[src/rtl/llc_arbiter.sv]
// llc_arbiter: round-robin share of one 256-bit line memory port between I-cache and D-cache
module llc_arbiter (
    input  logic         clk,
    input  logic         rst,
    input  logic         i_read,
    input  logic [31:0]  i_address,
    output logic [255:0] i_rdata,
    output logic         i_resp,
    input  logic         d_read,
    input  logic         d_write,
    input  logic [31:0]  d_address,
    input  logic [255:0] d_wdata,
    output logic [255:0] d_rdata,
    output logic         d_resp,
    output logic         mem_read,
    output logic         mem_write,
    output logic [31:0]  mem_address,
    output logic [255:0] mem_wdata,
    input  logic [255:0] mem_rdata,
    input  logic         mem_resp
);
    typedef enum logic [1:0] {IDLE, GRANT_I, GRANT_D} state_t;
    state_t         state;
    logic           prio_d;
    logic           lat_we;
    logic [31:0]    lat_addr;
    logic [255:0]   lat_wdata;
    logic           d_win;
    // a simultaneous read+write from the D-cache is issued as a write
    assign d_win       = (d_read | d_write) & (prio_d | ~i_read);
    assign mem_read    = (state != IDLE) & ~lat_we;
    assign mem_write   = (state != IDLE) & lat_we;
    assign mem_address = lat_addr;
    assign mem_wdata   = lat_wdata;
    assign i_rdata     = mem_rdata;
    assign d_rdata     = mem_rdata;
    assign i_resp      = (state == GRANT_I) & mem_resp;
    assign d_resp      = (state == GRANT_D) & mem_resp;
    always_ff @(posedge clk) begin
        if (rst) begin
            state     <= IDLE;
            prio_d    <= 1'b0;
            lat_we    <= 1'b0;
            lat_addr  <= '0;
            lat_wdata <= '0;
        end else if (state == IDLE) begin
            if (d_win || i_read) begin
                state     <= d_win ? GRANT_D : GRANT_I;
                lat_addr  <= d_win ? d_address : i_address;
                lat_wdata <= d_win ? d_wdata : '0;
                lat_we    <= d_win & d_write;
            end
        end else if (mem_resp) begin
            state  <= IDLE;
            prio_d <= (state == GRANT_I);
        end
    end
endmodule
[config.mk]
export PLATFORM = sky130hd
export DESIGN_NAME = llc_arbiter
export DESIGN_NICKNAME = d
export VERILOG_FILES = /design/src/rtl/llc_arbiter.sv
export SDC_FILE = /design/constraint.sdc
export NUM_CORES = 1
export LEC_CHECK = 0
export CELL_PAD_IN_SITES_DETAIL_PLACEMENT = 2
export CELL_PAD_IN_SITES_GLOBAL_PLACEMENT = 2
export CORE_AREA = 2 2 537 539
export CTS_BUF_LIST = sky130_fd_sc_hd__clkbuf_4 sky130_fd_sc_hd__clkbuf_8
export DETAILED_ROUTE_END_ITERATION = 6
export DIE_AREA = 0 0 539 541
export PLACE_DENSITY_LB_ADDON = 0.1
export SLEW_MARGIN = 20
export SYNTH_ARGS = -nofsm -noshare
export SYNTH_HDL_FRONTEND = slang
export SYNTH_SLANG_ARGS = --single-unit
[constraint.sdc]
create_clock -name clk -period 2.1 [get_ports clk]
set_clock_uncertainty 0.2 [all_clocks]
set_input_delay 0.42 -clock clk [delete_from_list [all_inputs] [get_ports clk]]
set_output_delay 0.42 -clock clk [all_outputs]
set_load 0.01 [all_outputs]
Figure 1. Sequential cells grouped by signal name.
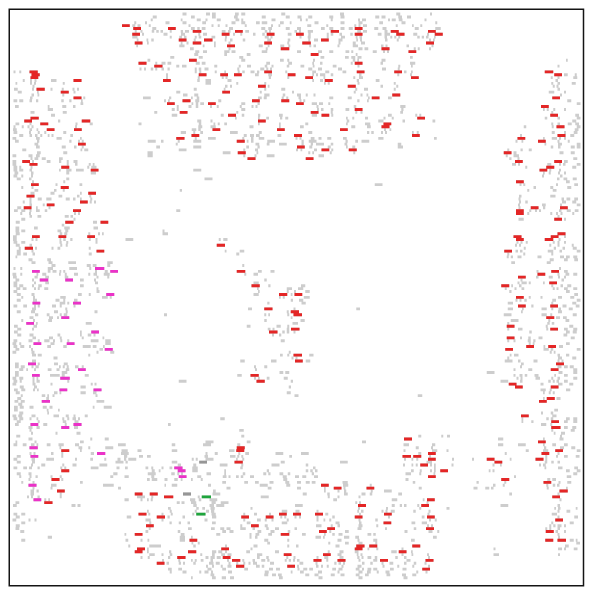
- red: `mem_wdata` (sequential cells 256; where spread over the die)
- magenta: `mem_address` (sequential cells 32)
- green: `state` (sequential cells 2)
- not colored: 2

==> CHANGELOG.md <==
### Changed

- Relative slew margins: 59.3%
- Lkg Pwr: 9.38 nW
- Synthesized area: 15700 um2
- CTS H-tree lvls: 3
- Fillers: 33700
- Synth warn: 0
- Synth-to-Final Area Change: 75.3%
- Worst EP required: 1.48 ns
- Initial antenna violation count: 30
- Adder Share, Synth: 0%
- R2R depth: 6
- Worst path depth: 3
- Final Max Slew Viols: 0
- Core box area: 286000 um2
- Vias per Instance: 2.59
- Nets: 2937
- # Taps: 3781
- Post-Syn Nets: 2506
- Antenna Cells: 17
- Status: complete, but fails checks
- Vias: 16100
- Ao+oa area frac: 20.4%
- Synth top area cells: dfxtp_1 37%, buf_4 25%, nand4_1 10%
- Die outline width: 539 um
- Pwr/cell area: 721 nW/um2
- Pre-Place Util: 5.49%
- CTS max path bufs: 3
- Biggest Area Class: non-clock buffers
- Setup violations, final: 4
- Post-synth EDFFs: 0
- Most frequent logic cell in the layout: clkdlybuf4s50_1
- Worst path bufs/invs: 1
- Die H: 541 um
- Syn_area_per_cell: 8.17 um2
- Yosys xor share: 0%
- Failing checks: negative setup slack
- FF/Latch Area: 5930 um2
- CP Launch Type: register
- TritonCTS buffer count: 83
- Fmax: 433 MHz
- # IOs: 1386
- Worst min path class: primary input to register
- Post-CTS Setup Bufs: 4
- Slew @ Worst Pin: 0.611 ns
- Clk root buf: clkbuf_8
- Min setup slack post-route: -0.207 ns
- Dominant Register Cell: dfxtp_1
- Clock buf count: 133
- Distinct lib cells: 28
- Seq/Total Area, Yosys: 37.2%
- Clock Sink Count: 292
- Gp weighted congestion: 0.666
- First-pass GRT wire length: 158000 um
- Drt first pass iters: 4
- FP Rows: 197
- Wire per inst: 18.8 um
- Area fraction in mux cells: 0%
- Gr ovfl total: 0
- Most frequent cells after synthesis: 516 x buf_4, 292 x dfxtp_1, 291 x a21oi_1
- Die area: 292000 um2
Figure 2. Metal layers overlaid.
Bar = 200 um.
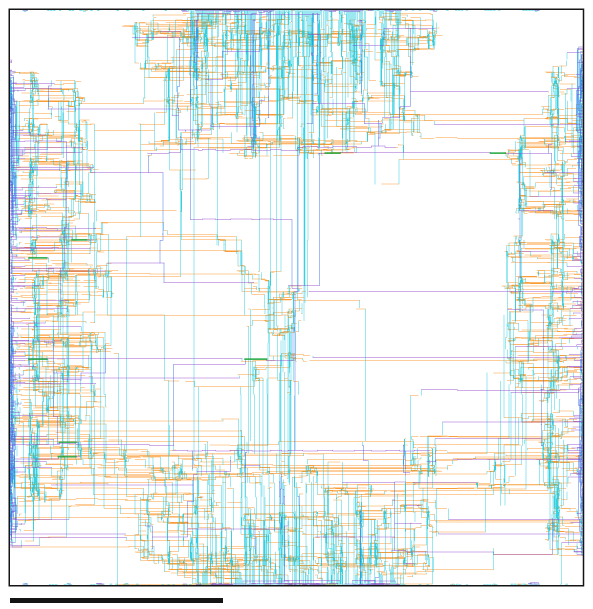
- purple: M3 (wire length 10200 um)
- orange: M1 (wire length 47.3 mm)
- green: M5 (wire length 127 um)
- cyan: M2 (wire length 53.9 mm)
- blue: M4 (wire length 5510 um)

## flip-flops by register name, indices dropped and copies added, names as in the netlist
register     flops
lat_we           1
mem_address     32
mem_wdata      256
prio_d           1
state            2
## where the power goes
part	leakage, nW	internal, W	switching (W)	total, W
sequential	2.41	0.00596	0.000226	0.00619
clock	0.948	0.00505	0.00388	0.00893
combinational	6.02	0.00217	0.00259	0.00476
## per-layer routing
metal	wire length (um)	vias to the layer above	GRT usage [%]
li1	-	7298	-
met1	47300	7708	8.73
met2	53900	679	12.6
met3	10200	398	3.17
met4	5510	16	3.82
met5	126	-	0
Power is estimated from default activity; no workload was simulated.
